<file path="src/rtl/pcie_init_pkg.sv">
// Shared types and widths for the PCIe init/reset sequencer.
package pcie_init_pkg;

  localparam int unsigned STATE_W    = 3;
  localparam int unsigned HOLD_CNT_W = 16;
  localparam int unsigned WAIT_CNT_W = 24;

  typedef enum logic [STATE_W-1:0] {
    ST_WAIT_POR   = 3'd0,
    ST_WAIT_INIT  = 3'd1,
    ST_WAIT_CALIB = 3'd2,
    ST_WAIT_LOCK  = 3'd3,
    ST_HOLD       = 3'd4,
    ST_STAGGER    = 3'd5,
    ST_RUN        = 3'd6
  } init_state_e;

endpackage

</file>
<file path="src/rtl/pcie_init_sync.sv">
// Multi-flop single-bit synchronizer with synchronous active-low clear.
module pcie_init_sync #(
  parameter int unsigned SYNC_STAGES = 2
) (
  input  logic clk_i,
  input  logic rst_ni,
  input  logic d_i,
  output logic q_o
);

  logic [SYNC_STAGES-1:0] sync_q;

  // Shift the asynchronous input through the chain; clear to 0 on reset.
  always_ff @(posedge clk_i) begin
    if (!rst_ni) begin
      sync_q <= '0;
    end else begin
      sync_q <= {sync_q[SYNC_STAGES-2:0], d_i};
    end
  end

  assign q_o = sync_q[SYNC_STAGES-1];

endmodule

</file>
<file path="src/rtl/pcie_init_reset_sequencer.sv">
// Synchronizes init-monitor status and PLL lock, then releases the fabric
// reset and, after a stagger delay, the PCIe user-logic reset.
module pcie_init_reset_sequencer
  import pcie_init_pkg::*;
#(
  parameter int unsigned SYNC_STAGES    = 2,
  parameter int unsigned HOLD_CYCLES    = 256,
  parameter int unsigned STAGGER_CYCLES = 16,
  parameter int unsigned TIMEOUT_CYCLES = 1048576
) (
  input  logic               CLK,
  input  logic               RESETN,
  input  logic               FABRIC_POR_N,
  input  logic               PCIE_INIT_DONE,
  input  logic               DEVICE_INIT_DONE,
  input  logic               BANK_0_CALIB_STATUS,
  input  logic               BANK_1_CALIB_STATUS,
  input  logic               PLL_LOCK,
  output logic               FABRIC_RESET_N,
  output logic               PCIE_RESET_N,
  output logic [STATE_W-1:0] INIT_STATE,
  output logic               TIMEOUT,
  output logic               READY
);

  localparam int unsigned N_IN = 6;
  localparam logic [HOLD_CNT_W-1:0] HOLD_LAST    = HOLD_CNT_W'(HOLD_CYCLES - 1);
  localparam logic [HOLD_CNT_W-1:0] STAGGER_LAST = HOLD_CNT_W'(STAGGER_CYCLES - 1);
  localparam logic [WAIT_CNT_W-1:0] WAIT_LAST    = WAIT_CNT_W'(TIMEOUT_CYCLES - 1);

  logic [N_IN-1:0] async_in;
  logic [N_IN-1:0] in_s;
  logic por_s, pcie_init_s, dev_init_s, calib0_s, calib1_s, lock_s;

  init_state_e             state_q, state_d;
  logic [HOLD_CNT_W-1:0]   phase_cnt_q, phase_cnt_d;
  logic [WAIT_CNT_W-1:0]   wait_cnt_q, wait_cnt_d;
  logic                    timeout_q, timeout_d;
  logic                    fabric_rst_n_q, pcie_rst_n_q, ready_q;
  logic                    locked_phase, count_phase, wait_phase;
  logic [HOLD_CNT_W-1:0]   phase_last;

  assign async_in = {FABRIC_POR_N, PCIE_INIT_DONE, DEVICE_INIT_DONE,
                     BANK_0_CALIB_STATUS, BANK_1_CALIB_STATUS, PLL_LOCK};

  // One synchronizer chain per asynchronous status input.
  for (genvar i = 0; i < N_IN; i++) begin : g_sync
    pcie_init_sync #(.SYNC_STAGES(SYNC_STAGES)) u_sync (
      .clk_i  (CLK),
      .rst_ni (RESETN),
      .d_i    (async_in[i]),
      .q_o    (in_s[i])
    );
  end

  assign {por_s, pcie_init_s, dev_init_s, calib0_s, calib1_s, lock_s} = in_s;

  // Next-state, phase counter and wait/timeout counter logic.
  always_comb begin
    state_d     = state_q;
    phase_cnt_d = phase_cnt_q;
    wait_cnt_d  = wait_cnt_q;
    timeout_d   = timeout_q;

    locked_phase = (state_q == ST_HOLD) || (state_q == ST_STAGGER) || (state_q == ST_RUN);
    count_phase  = (state_q == ST_HOLD) || (state_q == ST_STAGGER);
    wait_phase   = (state_q == ST_WAIT_INIT) || (state_q == ST_WAIT_CALIB) ||
                   (state_q == ST_WAIT_LOCK);
    phase_last   = (state_q == ST_HOLD) ? HOLD_LAST : STAGGER_LAST;

    case (state_q)
      ST_WAIT_POR:   if (por_s) state_d = ST_WAIT_INIT;
      ST_WAIT_INIT:  if (pcie_init_s && dev_init_s) state_d = ST_WAIT_CALIB;
      ST_WAIT_CALIB: if (calib0_s && calib1_s) state_d = ST_WAIT_LOCK;
      ST_WAIT_LOCK:  if (lock_s) state_d = ST_HOLD;
      ST_HOLD:       if (phase_cnt_q == HOLD_LAST) state_d = ST_STAGGER;
      ST_STAGGER:    if (phase_cnt_q == STAGGER_LAST) state_d = ST_RUN;
      ST_RUN:        state_d = ST_RUN;
      default:       state_d = ST_WAIT_POR;
    endcase

    // Aborts override normal progress; POR loss outranks lock loss.
    if (!por_s) begin
      state_d = ST_WAIT_POR;
    end else if (!lock_s && locked_phase) begin
      state_d = ST_WAIT_LOCK;
    end

    // Phase counter restarts on every state change and saturates at its terminal count.
    if (state_d != state_q) begin
      phase_cnt_d = '0;
    end else if (count_phase && (phase_cnt_q != phase_last)) begin
      phase_cnt_d = phase_cnt_q + HOLD_CNT_W'(1);
    end

    // Wait counter restarts on every state change and saturates once it reaches the limit.
    if (state_d != state_q) begin
      wait_cnt_d = '0;
    end else if (wait_phase && (wait_cnt_q != WAIT_LAST)) begin
      wait_cnt_d = wait_cnt_q + WAIT_CNT_W'(1);
    end

    if (wait_phase && (wait_cnt_q == WAIT_LAST)) begin
      timeout_d = 1'b1;
    end
  end

  // State, counters and registered outputs.
  always_ff @(posedge CLK) begin
    if (!RESETN) begin
      state_q        <= ST_WAIT_POR;
      phase_cnt_q    <= '0;
      wait_cnt_q     <= '0;
      timeout_q      <= 1'b0;
      fabric_rst_n_q <= 1'b0;
      pcie_rst_n_q   <= 1'b0;
      ready_q        <= 1'b0;
    end else begin
      state_q        <= state_d;
      phase_cnt_q    <= phase_cnt_d;
      wait_cnt_q     <= wait_cnt_d;
      timeout_q      <= timeout_d;
      fabric_rst_n_q <= (state_d == ST_STAGGER) || (state_d == ST_RUN);
      pcie_rst_n_q   <= (state_d == ST_RUN);
      ready_q        <= (state_d == ST_RUN);
    end
  end

  assign FABRIC_RESET_N = fabric_rst_n_q;
  assign PCIE_RESET_N   = pcie_rst_n_q;
  assign INIT_STATE     = state_q;
  assign TIMEOUT        = timeout_q;
  assign READY          = ready_q;

endmodule

</file>
<file path="config.mk">
export PLATFORM = sky130hd
export DESIGN_NAME = pcie_init_reset_sequencer
export DESIGN_NICKNAME = d
export VERILOG_FILES = /design/src/rtl/pcie_init_pkg.sv /design/src/rtl/pcie_init_sync.sv /design/src/rtl/pcie_init_reset_sequencer.sv
export SDC_FILE = /design/constraint.sdc
export NUM_CORES = 1
export LEC_CHECK = 0
export CAP_MARGIN = 0
export CORE_MARGIN = 3
export CORE_UTILIZATION = 50
export CTS_CLUSTER_SIZE = 14
export DETAILED_ROUTE_END_ITERATION = 8
export GPL_ROUTABILITY_DRIVEN = 0
export GPL_TIMING_DRIVEN = 0
export PLACE_DENSITY = 0.7
export REMOVE_ABC_BUFFERS = 1
export SLEW_MARGIN = 20
export SYNTH_ARGS = -nofsm -noshare
export SYNTH_HDL_FRONTEND = slang
export SYNTH_SLANG_ARGS = --single-unit
export TNS_END_PERCENT = 10
</file>
<file path="constraint.sdc">
create_clock -name CLK -period 5.6 [get_ports CLK]
set_clock_uncertainty 0.2 [all_clocks]
set_input_delay 1.12 -clock CLK [delete_from_list [all_inputs] [get_ports CLK]]
set_output_delay 1.12 -clock CLK [all_outputs]
set_load 0.01 [all_outputs]
</file>
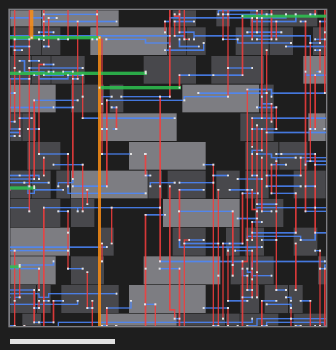
Fig. 1. Layout detail (run 1).
Bar = 10 um. Region (26, 26) to (56, 56) um. Cells in gray, sequential cells in the stronger gray; small squares are vias.
color	layer
green	metal 3
red	metal 2
orange	metal 4
blue	metal 1
netlist names of flops here include	wait_cnt_q (6), phase_cnt_q (5)
most frequent	dfxtp_1 (12), a21oi_1 (5), nor2_1 (5)
cells with their middle in the window	62
sequential cells in the window	12

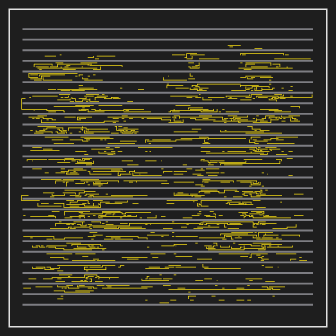
Fig. 2. Met1 routing (run 1).
Supply wires on this layer in gray.
longest straight run	26.2 um
share of all routed wire	46%
wire length on this layer	2370 um
main direction	horizontal

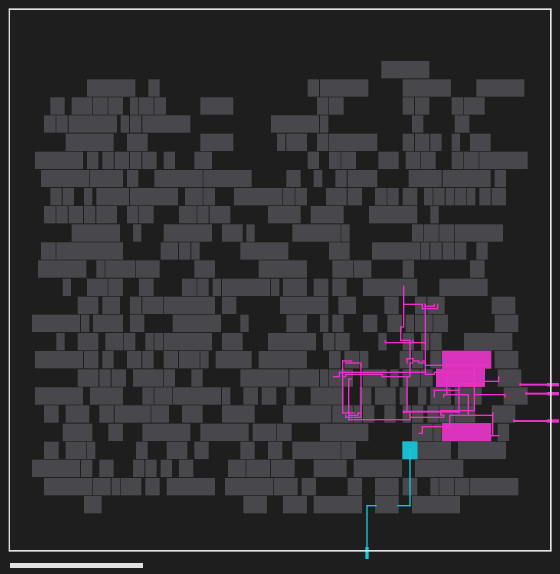
Fig. 3. Nets reached from selected ports (run 1).
Bar = 20 um.
color	port	direction	end cells	buffers	wire
magenta	INIT_STATE	output	3	3	223 um
cyan	BANK_0_CALIB_STATUS	input	1	1	18.0 um
IO Count: 15
I/O Buffers: 14

==> flow_metrics.tcl, run 1 <==
# implementation run metrics
set metrics [dict create \
    rsz0062_at_grt "false" \
    ir_drop_uv 165 \
    comb_cell_power_mw 0.0212 \
    firstDrtPassIters 4 \
    final_nets 332 \
    wl_per_cell_um 12.9 \
    worst_hold_slack_ns 0.232 \
    routed_via_density 5.65 \
    tns_ns 0 \
    cts_tree "built" \
    synth_area_um2 2820 \
    xor_area_frac 0.0498 \
    path_buffers 1 \
    warnings 25 \
    critical_path_cell_count 5 \
    top_area_cell "dfxtp_1" \
    edf_count 0 \
    ys_cells 313 \
    pg_clk_mw 0.346 \
    drv_slew 0 \
    area_leaders "dfxtp_1 41%, or3_1 4.9%, a21oi_1 4.4%" \
    finalCritPeriodShare 0.603 \
    grt_pass1_wl_um 9030 \
    finalWorstPathRequiredPeriod_ns 3.38 \
    yosys-mux-area-fraction 0.0191 \
    setup-violations-final 0 \
    grt_max_degree 41 \
    fmax_ghz 0.296 \
    worstReg2RegEnd "phase_cnt_q[2]$_SDFFE_PP0P_" \
    post_cts_buffers 0 \
    r2r_cells 5 \
    crit_family "AND-OR/OR-AND gates" \
    cp-endpoint "phase_cnt_q[2]$_SDFFE_PP0P_" \
    cp_max_fo 40 \
    hold_path.class "flop to flop" \
    drive_gt1_frac 0.116 \
    postSynthSeqShare 0.412 \
    synth_warnings 0 \
    vias 2245 \
    synthTopCellsByCount "58 x dfxtp_1, 25 x a21oi_1, 23 x o21ai_0" \
    root_buffer "clkbuf_8" \
    swShare 0.210 \
    yosysChipArea_um2 2820 \
    synthArstFlopShare 0 \
    drt_iter0_drc 100 \
    power_density_nw_per_um2 254 \
    lay_top_cells "58 x dfxtp_1, 25 x a21oi_1, 23 x o21ai_0, 22 x or3_1, 20 x nand3_1" \
    top_area_frac 0.412 \
    adder_share 0.00888 \
    diodes 0 \
    critPathCaptureType "flop" \
    drc 0 \
    worstReg2RegStart "INIT_STATE[0]$_SDFF_PN0_" \
    critical_path_class "input port to flop" \
    ctsLongestPathBuffers 2 \
    holdPathEnd "g_sync[0].u_sync.sync_q[1]$_SDFF_PN0_" \
    synthCells 313 \
    start_kind "input port" \
    cp-startpoint "RESETN" \
    synth-main-ff-cell "dfxtp_1" \
    max-cap-violations 0 \
    clk_pin_slew_ns 0.06 \
    synth.most_common_cell "dfxtp_1" \
    gr-total-overflow 0 \
    cts.sinks 58 \
    largest_reg_flops 24 \
    yosys_register_bits 58 \
    aoi_share 0.163 \
    slowest_stage "nand3_2" \
    hpwl_um 3430 \
    cp.arrival_ns 3.41 \
    worst_pin_slew_ns 0.926 \
    fin_ws_ns 2.22 \
    p_leak_nw 0.947 \
    synthDistinctLibCells 53 \
    min-delay-start "g_sync[0].u_sync.sync_q[0]$_SDFF_PN0_" \
    antenna_left 0 \
    antenna_found_initial 0 \
    grt_pass1_vias 2101 \
    maxPowerGroup "sequential cells" \
    post-place-ws_ns 1.83 \
    hold_buffers 0 \
    die_width_um 81.1 \
    hold-path-cell-count 1 \
    simple_gate_share 0.291 \
    power_frac_clock 0.440 \
    outcome "finished, final reports clean" \
    die_area_um2 6570 \
    routed_wl_um 5120 \
    cts_made_buffers 9 \
    intPower_mw 0.622 \
    largestRegisters "wait_cnt_q x24, phase_cnt_q x16, g_sync.u_sync.sync_q x12" \
    max_slew_margin 0.382 \
    finalHoldViolCount 0 \
    htreeDepth 3 \
    p_seq_mw 0.420 \
    std_cell_rows 26 \
    max_stage_delay_ns 0.77 \
    crit_chain "clkdlybuf4s50_1 > o21ai_0 > a311oi_1 > nand3_2 > a21oi_1" \
    topCombFamilyByArea "simple AND/OR/NAND/NOR gates" \
    coreArea_um2 5270 \
    syn_avg_cell_area_um2 9.00 \
    die_h_um 81.1 \
    syn_to_final_growth_pct 10.0 \
    p_sw_mw 0.165 \
    seqPwrFrac 0.534 \
    top_register "wait_cnt_q" \
    gr-usage-all-layers 0.177 \
    cts_resized 0 \
    initial_core_util 0.534 \
    lay_top_count "dfxtp_1" \
    regToRegSetupSlack_ns 2.96 \
    cp_data_required_time_ns 5.63 \
    comb_power_share 0.027 \
    clock_latency_ns 0.33 \
]
## run 1: stage by stage
step	cells	utilization	total power, mW	area (um2)
2_1_floorplan	297	-	0.440	2690
3_3_place_gp	381	0.553	0.450	2920
3_5_place_dp	381	0.553	0.450	2920
4_1_cts	397	0.588	0.801	3100
5_1_grt	397	0.588	0.824	3100
6_report	397	0.588	0.787	3100
## run 1: final cells by class
class / instances / area, um2
multi-input cells: 231 / 1500
clock buffers: 14 / 173
well taps: 70 / 87.6
repair buffers: 14 / 140
fillers: 494 / 2170
flip-flops and latches: 58 / 1160
inverters: 8 / 30.0
clock inverters: 2 / 10.0
## run 1: metal layers
layer  part of all wire  GRT usage
met1               0.46      0.208
met2               0.48      0.288
met3              0.040     0.0710
met4              0.013     0.0693
met5                  0          0
==> run 1 -> run 2 <==
PLACE_DENSITY = 0.73   (was 0.7)
clock period = 3 ns   (was 5.6 ns; I/O delays follow)
==> flow_metrics.tcl, run 2 <==
# implementation run metrics
set metrics [dict create \
    pg_clk_mw 0.790 \
    comb_power_share 0.025 \
    postLayoutCellArea_um2 3140 \
    coreArea_um2 5270 \
    p_seq_mw 0.784 \
    vias 2233 \
    io_buffers 14 \
    initial_core_util 0.534 \
    synthCells 313 \
    synth_area_um2 2820 \
    busiest_layer "met2" \
    top_area_cell "dfxtp_1" \
    max_slew_margin 0.481 \
    cp.arrival_ns 2.70 \
    area_leaders "dfxtp_1 41%, or3_1 4.9%, a21oi_1 4.4%" \
    critPathCaptureType "flop" \
    maxPowerGroup "the clock network" \
    xor_area_frac 0.0498 \
    cp-endpoint "wait_cnt_q[8]$_SDFFE_PP0P_" \
    max-cap-violations 0 \
    yosysChipArea_um2 2820 \
    diodes 0 \
    total_power_mw 1.61 \
    max_stage_delay_ns 0.73 \
    p_leak_nw 0.961 \
    intPower_mw 1.28 \
    power_density_nw_per_um2 513 \
    routed_via_density 5.62 \
    holdPathEnd "g_sync[4].u_sync.sync_q[1]$_SDFF_PN0_" \
    final_util 0.596 \
    grtUsageMet3 0.0632 \
    placed_cells 381 \
    syn_avg_cell_area_um2 9.00 \
    cts_tree "built" \
    adder_share 0.00888 \
    aoi_share 0.163 \
    swShare 0.205 \
    regToRegSetupSlack_ns 0.59 \
    crit_chain "clkdlybuf4s50_1 > o21ai_0 > a311oi_1 > nand3_4 > a21oi_1" \
    routed_wl_um 4880 \
    n_fill_cell 468 \
    worstReg2RegStart "INIT_STATE[0]$_SDFF_PN0_" \
    gr-usage-all-layers 0.173 \
    slowest_stage "clkdlybuf4s50_1" \
    finalCritPeriodShare 0.881 \
    drt-met1-wl_um 2270 \
    finalHoldViolCount 0 \
    firstDrtPassIters 4 \
    synth-main-ff-cell "dfxtp_1" \
    gr-total-overflow 0 \
    die_area_um2 6570 \
    final_nets 332 \
    synthArstFlopShare 0 \
    place_area_um2 2920 \
    critical_path_class "input port to flop" \
    use_met2 0.273 \
    grt_pass1_wl_um 8830 \
    simple_gate_share 0.291 \
    hold-path-cell-count 1 \
    r2r_cells 5 \
    drive_gt1_frac 0.119 \
    regArea_um2 1160 \
    rsz0062_at_grt "false" \
    p_sw_mw 0.330 \
    die_h_um 81.1 \
    edf_count 0 \
    hold_buffers 0 \
    worst_hold_slack_ns 0.231 \
    yosys-mux-area-fraction 0.0191 \
    warnings 25 \
    start_kind "input port" \
    met3_length_um 244 \
    antenna_found_initial 0 \
    comb_cell_power_mw 0.0400 \
    worstReg2RegEnd "wait_cnt_q[8]$_SDFFE_PP0P_" \
    ctsLongestPathBuffers 2 \
    post-place-ws_ns -0.242 \
    cts_made_buffers 9 \
    clk_pin_slew_ns 0.06 \
    fin_ws_ns 0.357 \
    fmax_ghz 0.378 \
    topCombFamilyByArea "simple AND/OR/NAND/NOR gates" \
    yosys_register_bits 58 \
    outcome "finished, final reports clean" \
    logic_area_um2 1510 \
]
-- run 2: cell counts after synthesis --
Identical to the previous run, type by type.
-- run 2: critical path, delay by kind of cell --
kind,cells,cell delay (ns)
simple gates,1,0.50
buf+inv,1,0.73
compound gates,3,0.86
-- run 2: layout make-up --
| class | instances | share of cell area |
|---|---|---|
| inverters | 8 | 0.00955 |
| flip-flops and latches | 58 | 0.369 |
| clock inverters | 5 | 0.0247 |
| repair buffers | 14 | 0.0446 |
| well taps | 70 | 0.0279 |
| multi-input cells | 231 | 0.479 |
| clock buffers | 11 | 0.0450 |
-- run 2: timing repair --
item,4_1_cts,5_1_grt
endpoints found under the hold margin,0,0
gates resized,0,1
buffers inserted,0,0
endpoints found under the setup margin,0,37
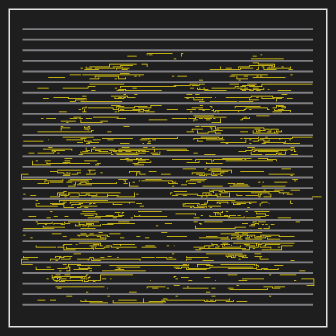
Fig. 4. Met1 routing (run 2).
Supply wires on this layer in gray.
nets with wire on the layer	314
wire length on this layer	2270 um
longest straight run	20.2 um
main direction	horizontal

Power figures rest on the tool's default switching activity, not on a simulated workload.
